### src/rtl/gray_updown_counter_pkg.sv
// Shared definitions for the Gray-code counter family: mode constants and
// binary/Gray conversion helpers reused by the counter, checkers and encoders.
package gray_updown_counter_pkg;

  // Widest counter the helpers support; callers zero-extend narrower values.
  localparam int GC_MAX_WIDTH = 16;

  // End-of-range behaviour selected by the SATURATE parameter.
  localparam int GC_WRAP = 0;  // roll over to the opposite end
  localparam int GC_SAT  = 1;  // stick at the end

  // Reflected binary Gray code of a binary index.
  function automatic logic [GC_MAX_WIDTH-1:0] bin2gray(
    input logic [GC_MAX_WIDTH-1:0] bin
  );
    return bin ^ (bin >> 1);
  endfunction

  // Binary index of a Gray code word: each bit is the XOR of all Gray bits
  // at or above it.
  function automatic logic [GC_MAX_WIDTH-1:0] gray2bin(
    input logic [GC_MAX_WIDTH-1:0] gray
  );
    logic [GC_MAX_WIDTH-1:0] bin;
    bin[GC_MAX_WIDTH-1] = gray[GC_MAX_WIDTH-1];
    for (int i = GC_MAX_WIDTH - 2; i >= 0; i--) begin
      bin[i] = bin[i+1] ^ gray[i];
    end
    return bin;
  endfunction

endpackage : gray_updown_counter_pkg

### src/rtl/gray_updown_counter_step.sv
// Combinational single-step engine for the Gray counter: given the current
// binary index and direction, produce the index after one enabled step and
// flag when that step rolls over an end of the range.
module gray_step
  import gray_updown_counter_pkg::*;
#(
  parameter int WIDTH    = 4,
  parameter int SATURATE = GC_WRAP
) (
  input  logic [WIDTH-1:0] b,
  input  logic             up,
  output logic [WIDTH-1:0] next_b,
  output logic             wrap_evt
);

  localparam logic [WIDTH-1:0] B_MAX = {WIDTH{1'b1}};
  localparam logic [WIDTH-1:0] B_ONE = WIDTH'(1);

  // One step up or down; at an end either roll over (wrap mode) or stay put.
  always_comb begin
    // NOTE: both outputs get a default before any branch, so every path through
    // the block assigns them and no latch can be inferred.
    next_b   = b;
    wrap_evt = 1'b0;
    if (up) begin
      if (b != B_MAX) begin
        next_b = b + B_ONE;
      end else if (SATURATE == GC_WRAP) begin
        next_b   = '0;
        wrap_evt = 1'b1;
      end
    end else begin
      if (b != '0) begin
        next_b = b - B_ONE;
      end else if (SATURATE == GC_WRAP) begin
        next_b   = B_MAX;
        wrap_evt = 1'b1;
      end
    end
  end

endmodule : gray_step

### src/rtl/gray_updown_counter.sv
// Parametrised up/down Gray-code counter with synchronous load and selectable
// wrap/saturate ends. The binary index and its Gray code are held in separate
// registers that always update together, so q and br are never skewed; the
// Gray value is always derived from the next binary index.
module gray_updown_counter
  import gray_updown_counter_pkg::*;
#(
  parameter int WIDTH       = 4,
  parameter int SATURATE    = GC_WRAP,
  parameter int RESET_VALUE = 0
) (
  input  logic             clock,
  input  logic             reset,
  input  logic             enable,
  input  logic             up,
  input  logic             load,
  input  logic [WIDTH-1:0] load_bin,
  output logic [WIDTH-1:0] q,
  output logic [WIDTH-1:0] br,
  output logic             tc,
  output logic             wrapped
);

  localparam logic [WIDTH-1:0] B_MAX = {WIDTH{1'b1}};
  localparam logic [WIDTH-1:0] RST_B = WIDTH'(RESET_VALUE);
  localparam logic [WIDTH-1:0] RST_G = WIDTH'(bin2gray(GC_MAX_WIDTH'(RST_B)));

  // Reject configurations the conversion helpers or index range cannot hold.
  if (WIDTH < 2 || WIDTH > GC_MAX_WIDTH) begin : g_bad_width
    $error("gray_updown_counter: WIDTH must be in 2..16");
  end
  if (RESET_VALUE < 0 || RESET_VALUE >= (1 << WIDTH)) begin : g_bad_reset
    $error("gray_updown_counter: RESET_VALUE out of range for WIDTH");
  end

  logic [WIDTH-1:0] r_b;
  logic [WIDTH-1:0] r_g;
  logic             r_wrapped;

  logic [WIDTH-1:0] w_step_b;
  logic             w_step_wrap;
  logic [WIDTH-1:0] w_next_b;
  logic [WIDTH-1:0] w_next_g;
  logic             w_next_wrapped;

  gray_step #(
    .WIDTH    (WIDTH),
    .SATURATE (SATURATE)
  ) u_step (
    .b        (r_b),
    .up       (up),
    .next_b   (w_step_b),
    .wrap_evt (w_step_wrap)
  );

  // Load beats an enabled step; with neither, hold and let the pulse drop.
  always_comb begin
    w_next_b       = r_b;
    w_next_wrapped = 1'b0;
    if (load) begin
      w_next_b = load_bin;
    end else if (enable) begin
      w_next_b       = w_step_b;
      w_next_wrapped = w_step_wrap;
    end
  end

  // The Gray register is fed from the same next index, keeping g == gray(b).
  assign w_next_g = WIDTH'(bin2gray(GC_MAX_WIDTH'(w_next_b)));

  // State registers with synchronous reset taking priority over everything.
  always_ff @(posedge clock) begin
    // NOTE: registered state uses non-blocking assignments so every register
    // samples the pre-edge values, independent of statement order.
    if (reset) begin
      r_b       <= RST_B;
      r_g       <= RST_G;
      r_wrapped <= 1'b0;
    end else begin
      r_b       <= w_next_b;
      r_g       <= w_next_g;
      r_wrapped <= w_next_wrapped;
    end
  end

  // Terminal count looks at the current direction only, not at enable.
  assign tc = (up && (r_b == B_MAX)) || (!up && (r_b == '0));

  assign q       = r_g;
  assign br      = r_b;
  assign wrapped = r_wrapped;

endmodule : gray_updown_counter

### config.mk
export PLATFORM = sky130hd
export DESIGN_NAME = gray_updown_counter
export DESIGN_NICKNAME = d
export VERILOG_FILES = /design/src/rtl/gray_updown_counter_pkg.sv /design/src/rtl/gray_updown_counter_step.sv /design/src/rtl/gray_updown_counter.sv
export SDC_FILE = /design/constraint.sdc
export NUM_CORES = 1
export LEC_CHECK = 0
export CAP_MARGIN = 10
export CELL_PAD_IN_SITES_DETAIL_PLACEMENT = 1
export CELL_PAD_IN_SITES_GLOBAL_PLACEMENT = 1
export CORE_AREA = 3 3 50 48
export CTS_CLUSTER_SIZE = 28
export DETAILED_ROUTE_END_ITERATION = 8
export DIE_AREA = 0 0 53 51
export GPL_TIMING_DRIVEN = 1
export PLACE_DENSITY = 0.68
export SKIP_CTS_REPAIR_TIMING = 1
export SLEW_MARGIN = 25
export SYNTH_ARGS = -nofsm -noshare
export SYNTH_HDL_FRONTEND = slang
export SYNTH_SLANG_ARGS = --single-unit
export TNS_END_PERCENT = 50
### constraint.sdc
create_clock -name clock -period 1.5 [get_ports clock]
set_input_delay 0.3 -clock clock [delete_from_list [all_inputs] [get_ports clock]]
set_output_delay 0.3 -clock clock [all_outputs]
set_load 0.02 [all_outputs]
==> flow_metrics.tcl <==
# collected from the flow reports
set metrics [dict create \
    run_status "complete, but fails checks" \
    violations "setup timing" \
    setup_tns_ns -0.3192 \
    reg2reg_depth 6 \
    post-place-ws_ns -0.6028 \
    min_path_cells 4 \
    synthArstFlopShare 0 \
    drc 0 \
    drive_above_1_share 0.3736 \
    fin_crit_sh 1.080 \
    logic_gate_count 43 \
    max_slew_margin 0.7419 \
    cts_tree "built" \
    ir_drop_mv 0.5716 \
    drt-initial-drc-count 7 \
    cellLeakagePower_nw 0.4930 \
    chipArea_um2 2703 \
    busiest_layer "met2" \
    ant_nets 0 \
    sw_frac_of_total 0.3163 \
    netlist_area_um2 513.0 \
    ys_area_um2 513.0 \
    cp_num_cells 5 \
    finalMaxSlewViolations 0 \
    placed_area_um2 814.5 \
    synth.cellmix.simpleShare 0.2341 \
    p_int_mw 0.4936 \
    pwr-share-comb 0.436 \
    vias_per_cell 4.724 \
    nFlopsAndLatches 8 \
    setup_viol 4 \
    hpwl_um 1203 \
    grt_pass1_wl_um 2497 \
    layout.cells.most_common "buf_4" \
    fin_crit_ns 1.620 \
    clkPwrFrac 0.214 \
    power_frac_seq 0.350 \
    clk_share 0.02394 \
    final_nets 104 \
    topCombFamilyByArea "simple AND/OR/NAND/NOR gates" \
    route.met3.wl_um 83 \
    hold_end "wrapped" \
    final_cell_mix "12 x buf_4, 9 x clkdlybuf4s50_1, 8 x dlymetal6s2s_1, 7 x nor2_1, 4 x dfxtp_1" \
    finClkSkew_ns 0.003270 \
    max_freq_ghz 0.6175 \
    core-area_um2 1896 \
    critPathKind "flop to primary output" \
    critPathBufInv 2 \
    rsz0062_at_grt "true" \
    cts.sinks 8 \
    setup_ws_ns -0.1195 \
    synthTopCellsByCount "8 x dfxtp_1, 7 x nor2_1, 4 x a21oi_1, 4 x inv_1, 4 x mux2i_1" \
    post-route-util 0.4964 \
    comb_share 0.3936 \
    fp.dieH_um 51 \
    gp_congestion 0.7474 \
    clkLatencyLatePin_ns 0.25 \
    n_antenna_cell 0 \
    min-delay-start "up" \
    n_tap_cell 25 \
    avgRoutedWirePerCell_um 14.08 \
    synthMuxAreaShare 0.07805 \
    yosysWarningCount 0 \
    top_cells_by_area "dfxtp_1 31%, mux2i_1 7.8%, nor2_1 5.1%" \
    portBuffers 18 \
    die_w_um 53 \
    use_met3 0.04665 \
    syn_to_final_growth_pct 83.41 \
    critPathMaxStageDelay_ns 0.35 \
    critPathSlowestCell "dfxtp_4" \
    clock_path_buffers 2 \
]
Fig. 1: signal wires on met1
Bar = 20 µm. Supply wires on this layer in grey.
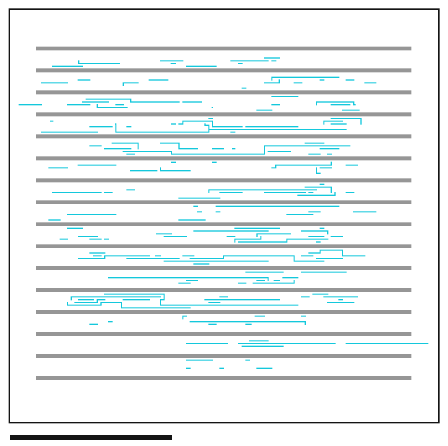
wire length on this layer: 628 µm
share of all routed wire: 38%
longest straight run: 19.8 µm
main direction: horizontal
nets with wire on the layer: 89
met1 usage: 0.1343
final wirelength: 1633 µm
via count: 548

Fig. 2: M2 wires
Cells faint in the background.
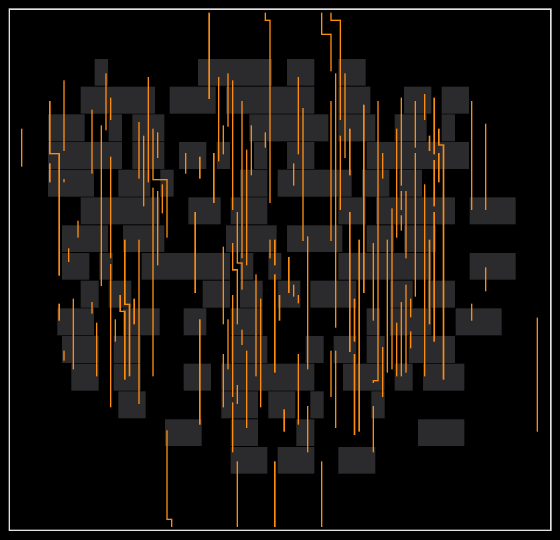
main direction: vertical
wire length on this layer: 913 µm
share of all routed wire: 56%
nets with wire on the layer: 97
longest straight run: 27.4 µm
met2 usage: 0.2293

No activity file was given, so power comes from the tool's default toggle rates.
